## config.mk

```make
export PLATFORM = sky130hd
export DESIGN_NAME = load_store_unit
export DESIGN_NICKNAME = d
export VERILOG_FILES = /design/src/rtl/lsu_pkg.sv /design/src/rtl/lsu_align.sv /design/src/rtl/load_store_unit.sv
export SDC_FILE = /design/constraint.sdc
export NUM_CORES = 1
export LEC_CHECK = 0
export ABC_AREA = 1
export CORE_MARGIN = 5
export CORE_UTILIZATION = 53
export DETAILED_ROUTE_END_ITERATION = 7
export HOLD_SLACK_MARGIN = 0.06
export PLACE_DENSITY = 0.81
export SYNTH_ARGS = -nofsm -noshare
export SYNTH_HDL_FRONTEND = slang
export SYNTH_SLANG_ARGS = --single-unit
export TNS_END_PERCENT = 100
```

## constraint.sdc

```tcl
create_clock -name clk -period 2.2 [get_ports clk]
set_clock_uncertainty 0.05 [all_clocks]
set_input_delay 0.22 -clock clk [delete_from_list [all_inputs] [get_ports clk]]
set_output_delay 0.22 -clock clk [all_outputs]
set_load 0.01 [all_outputs]
```

## src/rtl/lsu_pkg.sv

```systemverilog
// Shared definitions for the load/store unit: funct3 codes, FSM states, op decode.
package lsu_pkg;

  localparam logic [2:0] OP_B  = 3'b000;
  localparam logic [2:0] OP_H  = 3'b001;
  localparam logic [2:0] OP_W  = 3'b010;
  localparam logic [2:0] OP_BU = 3'b100;
  localparam logic [2:0] OP_HU = 3'b101;

  typedef enum logic [2:0] {
    IDLE    = 3'd0,
    SETTLE0 = 3'd1,
    WAIT0   = 3'd2,
    SETTLE1 = 3'd3,
    WAIT1   = 3'd4,
    DONE    = 3'd5
  } state_t;

  typedef struct packed {
    logic       illegal;
    logic [2:0] size;
  } decode_t;

  // Access size in bytes and legality; unsigned variants exist only for loads.
  function automatic decode_t decode_op(input logic write, input logic [2:0] op);
    decode_t d;
    d.illegal = 1'b0;
    d.size    = 3'd4;
    case (op)
      OP_B:  d.size = 3'd1;
      OP_H:  d.size = 3'd2;
      OP_W:  d.size = 3'd4;
      OP_BU: begin d.size = 3'd1; d.illegal = write; end
      OP_HU: begin d.size = 3'd2; d.illegal = write; end
      default: d.illegal = 1'b1;
    endcase
    return d;
  endfunction

endpackage

```

## src/rtl/lsu_align.sv

```systemverilog
// Byte-lane steering: store mask/data spread over two words, load extract/extend.
module lsu_align
  import lsu_pkg::*;
(
  input  logic [2:0]  op,
  input  logic [1:0]  offset,
  input  logic [2:0]  size,
  input  logic [31:0] st_data,
  input  logic [31:0] ld_lo,
  input  logic [31:0] ld_hi,
  output logic [7:0]  mask8,
  output logic [63:0] data64,
  output logic [31:0] ld_result
);

  logic [7:0]  base;
  logic [31:0] shifted;

  // Build the 8-lane mask and shifted store data; extract and extend load bytes.
  always_comb begin
    case (size)
      3'd1:    base = 8'h01;
      3'd2:    base = 8'h03;
      default: base = 8'h0F;
    endcase
    mask8   = base << offset;
    data64  = {32'd0, st_data} << {offset, 3'b000};
    shifted = 32'({ld_hi, ld_lo} >> {offset, 3'b000});
    case (op)
      OP_B:    ld_result = {{24{shifted[7]}}, shifted[7:0]};
      OP_H:    ld_result = {{16{shifted[15]}}, shifted[15:0]};
      OP_BU:   ld_result = {24'd0, shifted[7:0]};
      OP_HU:   ld_result = {16'd0, shifted[15:0]};
      default: ld_result = shifted;
    endcase
  end

endmodule

```

## src/rtl/load_store_unit.sv

```systemverilog
// Turns byte/half/word CPU accesses into one or two word-aligned cache accesses,
// holding the cache command stable while busy and returning one response each.
module load_store_unit
  import lsu_pkg::*;
(
  input  logic        clk,
  input  logic        rst,
  input  logic        req_valid,
  output logic        req_ready,
  input  logic        req_write,
  input  logic [2:0]  req_op,
  input  logic [31:0] req_address,
  input  logic [31:0] req_data,
  output logic        rsp_valid,
  output logic [31:0] rsp_data,
  output logic        rsp_error,
  output logic        c_enable,
  output logic [31:0] c_address,
  output logic [31:0] c_data_in,
  output logic [3:0]  c_write_enable,
  input  logic [31:0] c_data_out,
  input  logic        c_data_out_ready,
  input  logic        c_busy
);

  state_t      state, state_nx;
  decode_t     req_dec;
  logic [3:0]  req_end;
  logic        req_split;

  logic        q_write, q_split;
  logic [2:0]  q_op, q_size;
  logic [1:0]  q_off;
  logic [31:0] q_word0, q_data, q_lo;

  logic [2:0]  a_op, a_size;
  logic [1:0]  a_off;
  logic [31:0] a_data, a_lo;
  logic [7:0]  mask8;
  logic [63:0] data64;
  logic [31:0] ld_result;
  logic        wait_ok;

  assign req_dec   = decode_op(req_write, req_op);
  assign req_end   = {2'b00, req_address[1:0]} + {1'b0, req_dec.size};
  assign req_split = (req_end > 4'd4);

  // In IDLE the aligner sees the incoming request; afterwards the latched one.
  assign a_op   = (state == IDLE) ? req_op              : q_op;
  assign a_off  = (state == IDLE) ? req_address[1:0]    : q_off;
  assign a_size = (state == IDLE) ? req_dec.size        : q_size;
  assign a_data = (state == IDLE) ? req_data            : q_data;
  assign a_lo   = (state == WAIT1) ? q_lo : c_data_out;

  // A load needs read data; a store is committed once the cache is no longer busy.
  assign wait_ok = !c_busy && (q_write || c_data_out_ready);

  lsu_align u_align (
    .op        (a_op),
    .offset    (a_off),
    .size      (a_size),
    .st_data   (a_data),
    .ld_lo     (a_lo),
    .ld_hi     (c_data_out),
    .mask8     (mask8),
    .data64    (data64),
    .ld_result (ld_result)
  );

  // State register.
  always_ff @(posedge clk) begin
    if (rst) state <= IDLE;
    else     state <= state_nx;
  end

  // Next-state and handshake outputs.
  always_comb begin
    state_nx  = state;
    req_ready = 1'b0;
    rsp_valid = 1'b0;
    case (state)
      IDLE: begin
        req_ready = 1'b1;
        if (req_valid) state_nx = req_dec.illegal ? DONE : SETTLE0;
      end
      SETTLE0: state_nx = WAIT0;
      WAIT0:   if (wait_ok) state_nx = q_split ? SETTLE1 : DONE;
      SETTLE1: state_nx = WAIT1;
      WAIT1:   if (wait_ok) state_nx = DONE;
      DONE: begin
        rsp_valid = 1'b1;
        state_nx  = IDLE;
      end
      default: state_nx = IDLE;
    endcase
  end

  // Request latch, cache command registers and registered response.
  always_ff @(posedge clk) begin
    if (rst) begin
      q_write        <= 1'b0;
      q_split        <= 1'b0;
      q_op           <= 3'd0;
      q_size         <= 3'd0;
      q_off          <= 2'd0;
      q_word0        <= 32'd0;
      q_data         <= 32'd0;
      q_lo           <= 32'd0;
      c_enable       <= 1'b0;
      c_address      <= 32'd0;
      c_data_in      <= 32'd0;
      c_write_enable <= 4'd0;
      rsp_data       <= 32'd0;
      rsp_error      <= 1'b0;
    end else begin
      case (state)
        IDLE: begin
          if (req_valid) begin
            q_write <= req_write;
            q_split <= req_split;
            q_op    <= req_op;
            q_size  <= req_dec.size;
            q_off   <= req_address[1:0];
            q_word0 <= {req_address[31:2], 2'b00};
            q_data  <= req_data;
            if (req_dec.illegal) begin
              rsp_error <= 1'b1;
              rsp_data  <= 32'd0;
            end else begin
              c_enable       <= 1'b1;
              c_address      <= {req_address[31:2], 2'b00};
              c_data_in      <= data64[31:0];
              c_write_enable <= req_write ? mask8[3:0] : 4'd0;
            end
          end
        end
        WAIT0: begin
          if (wait_ok) begin
            q_lo <= c_data_out;
            if (q_split) begin
              c_address      <= q_word0 + 32'd4;
              c_data_in      <= data64[63:32];
              c_write_enable <= q_write ? mask8[7:4] : 4'd0;
            end else begin
              c_enable       <= 1'b0;
              c_write_enable <= 4'd0;
              rsp_error      <= 1'b0;
              rsp_data       <= q_write ? 32'd0 : ld_result;
            end
          end
        end
        WAIT1: begin
          if (wait_ok) begin
            c_enable       <= 1'b0;
            c_write_enable <= 4'd0;
            rsp_error      <= 1'b0;
            rsp_data       <= q_write ? 32'd0 : ld_result;
          end
        end
        default: ;
      endcase
    end
  end

endmodule

```

### Met1 routing

Bar = 50 um. Supply wires on this layer in grey.
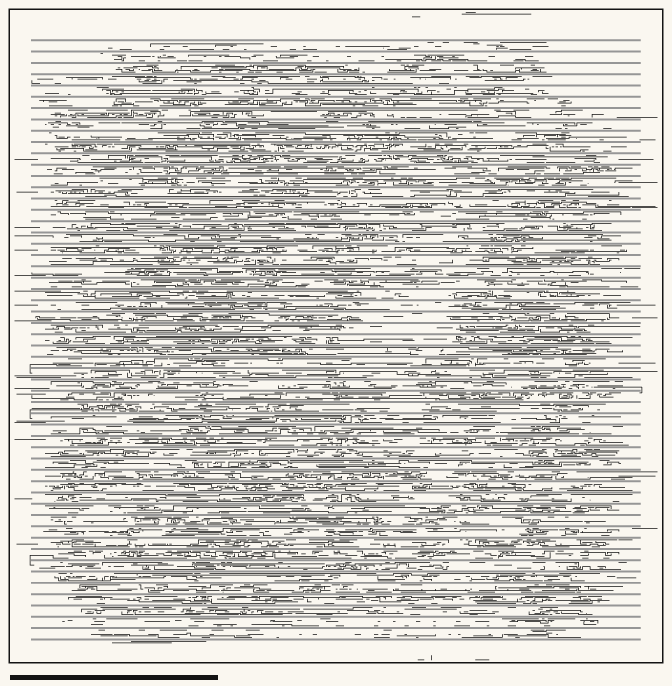
longest straight run: 66.7 um
share of all routed wire: 44%
main direction: horizontal
nets with wire on the layer: 1979
wire length on this layer: 17100 um

### Metal 2

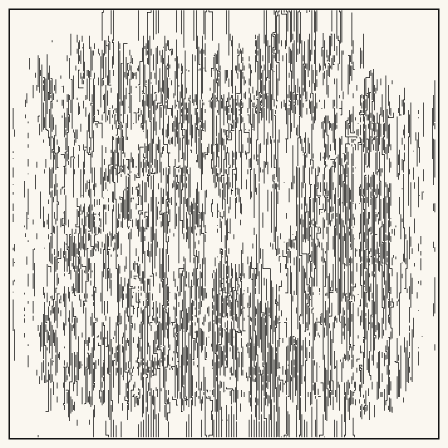
nets with wire on the layer: 1679
longest straight run: 70.7 um
wire length on this layer: 17500 um
share of all routed wire: 45%

### The metal 3 layer

Bar = 50 um. Cells faint in the background.
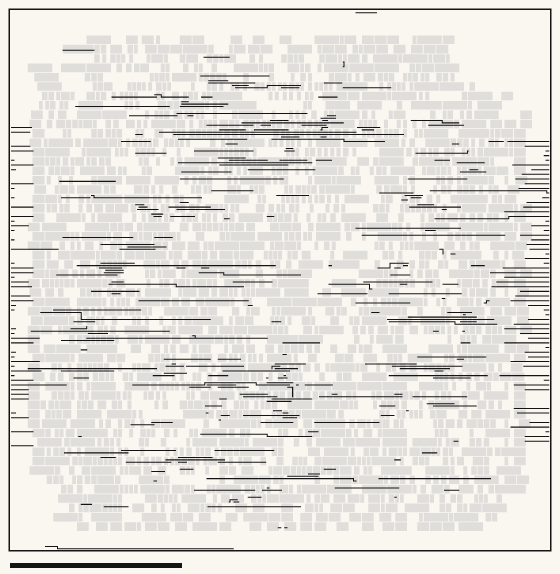
share of all routed wire: 8.8%
nets with wire on the layer: 270
wire length on this layer: 3420 um
main direction: horizontal

### M4 wires

Supply wires on this layer in grey.
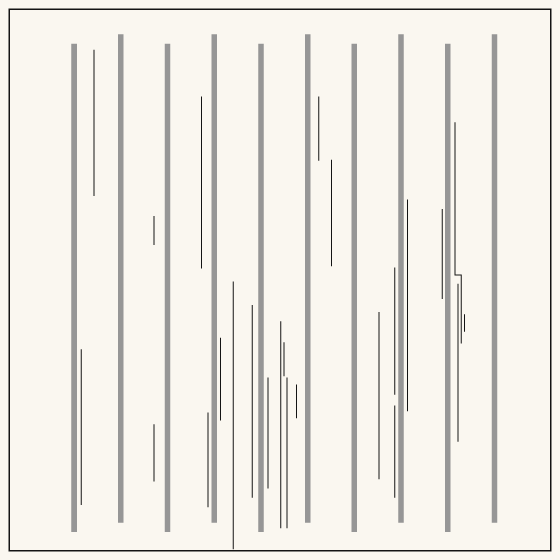
share of all routed wire: 2.2%
wire length on this layer: 863 um
main direction: vertical
longest straight run: 77.5 um

## layout make-up
type	instances	area (um2)	area share
Tap cell	275	344	0.0227
Timing Repair Buffer	307	3050	0.201
Clock buffer	33	653	0.0432
Inverter	138	524	0.0346
Clock inverter	8	124	0.00818
Sequential cell	207	4150	0.274
Multi-Input combinational cell	1344	6300	0.416
## critical path: cells and delay by family (launching register included)
kind | cells | cell delay (ns)
flip-flops | 1 | 0.40
AND/OR/NAND/NOR | 1 | 0.24
buffers and inverters | 2 | 0.71
## timing repair
action	4_1_cts	5_1_grt
hold buffers	0	0
resized	4	21
gates cloned	0	1
setup buffers	1	0
setup endpoints to repair	2	84
pin swaps	1	1
## report_power, final
| group | switching [mW] | leakage (nW) | total (mW) | internal, mW |
|---|---|---|---|---|
| clock | 1.57 | 0.374 | 3.98 | 2.41 |
| combinational | 8.61 | 4.23 | 14.3 | 5.65 |
| sequential | 0.760 | 1.70 | 5.64 | 4.88 |
## flip-flops by register name (all words and copies together), names as in the netlist, 2 cells and up
register / flops
c_data_in: 32
q_op: 3
q_word0: 30
rsp_data: 32
c_write_enable: 4
q_data: 32
q_off: 2
q_size: 3
state: 3
c_address: 30
q_lo: 32
## per-layer routing
| metal | wire (um) | vias to the layer above |
|---|---|---|
| met2 | 17500 | 602 |
| met1 | 17100 | 5933 |
| met3 | 3420 | 55 |
| li1 | - | 6333 |
| met4 | 863 | 0 |
| met5 | 0 | - |
## path summary, 6_finish.rpt
| kind | from | end | slack (ns) | cells after the start |
|---|---|---|---|---|
| worst max register to register | state[2] | rsp_data[0] | 0.06 | 10 |
| worst max-delay path | state[2] | rsp_valid | 0.06 | 3 |
| worst min register to register | q_data[18] | q_data[18] | 0.40 | 2 |
| worst min-delay path | rst | q_word0[22] | 0.20 | 4 |
## cell usage after synthesis (2+ instances only)
| library cell | n | area share |
|---|---|---|
| nor3_1 | 26 | 0.011 |
| o21bai_1 | 2 | 0.0013 |
| nand3b_1 | 19 | 0.012 |
| and2_1 | 3 | 0.0016 |
| inv_1 | 131 | 0.043 |
| a31oi_1 | 17 | 0.0093 |
| buf_1 | 9 | 0.0030 |
| o21ai_0 | 187 | 0.082 |
| xor2_1 | 11 | 0.0084 |
| buf_4 | 11 | 0.0072 |
| dfxtp_1 | 207 | 0.36 |
| a21oi_1 | 200 | 0.088 |
| nand3_2 | 3 | 0.0026 |
| nand2_4 | 2 | 0.0020 |
| o211ai_1 | 17 | 0.011 |
| nand4_1 | 5 | 0.0027 |
| nand2_1 | 533 | 0.17 |
| nor2_4 | 2 | 0.0020 |
| clkbuf_1 | 57 | 0.019 |
| nor3b_1 | 2 | 0.0013 |
| inv_2 | 4 | 0.0013 |
| or2_2 | 4 | 0.0022 |
| clkinv_1 | 3 | 0.00098 |
| nand3_1 | 101 | 0.044 |
| o21ai_1 | 20 | 0.0088 |
| buf_2 | 43 | 0.019 |
| xnor2_1 | 3 | 0.0023 |
| nor2_2 | 2 | 0.0011 |
| mux2i_1 | 2 | 0.0018 |
| nand2_2 | 8 | 0.0044 |
| ha_1 | 3 | 0.0033 |
| o21a_1 | 2 | 0.0013 |
| a211oi_1 | 10 | 0.0066 |
| nor2_1 | 147 | 0.048 |
==> flow_summary.yaml <==
# generated from flow reports
run_status:
  status: "finished, final reports clean"
final_timing:
  final-setup-viol-count: 0
  fin_crit_ns: 2.14
  slew_violations: 0
  whs_ns: 0.197
  tightestPinTransition_ns: 0.596
  max_freq_mhz: 468
  fin_ws_ns: 0.0631
  relSlewSlack: 0.599
  fin_crit_sh: 0.971
  hold_viol_final: 0
synth:
  xor_share: 0.0107
  yosys_warnings: 0
  syn_inst: 1809
  ys_sh_aoi: 0.213
  async_flop_share: 0
  synth_cell_types: 47
  synth-simple-area-share: 0.313
  ys_sh_adder: 0.00503
  ys_cells: 1809
  yosys-stat-area_um2: 11400
  ff_type: "dfxtp_1"
cts:
  cts.sinks: 207
  cts_tree: "built"
  cts.reportedPaths.clkPinSlew_ns: 0.06
pwr:
  leakagePower_nw: 6.31
finish:
  fillerInstances: 1813
  n_antenna_cell: 0
  syn2layout_area_growth_pct: 32.4
  drive_gt1_frac: 0.0889
grt:
  grt_pass1_wl_um: 60700
  grt_usage: 0.301
  gr-usage-met1: 0.431
  grt_pass1_vias: 11664
  top_usage_layer: "met2"
  grt_antenna_before_repair: 0
  use_met2: 0.478
hold_path:
  hold_class: "primary input to flop"
flow_run:
  max-cap-violations: 0
routing:
  first_pass_iters: 8
floorplanning:
  boundaryPins: 209
  die_h_um: 157
  dieWidth_um: 157
  num_rows: 53
setup_path:
  crit_fanout: 8
  critPathLaunchType: "flop"
Power is estimated from default activity; no workload was simulated.
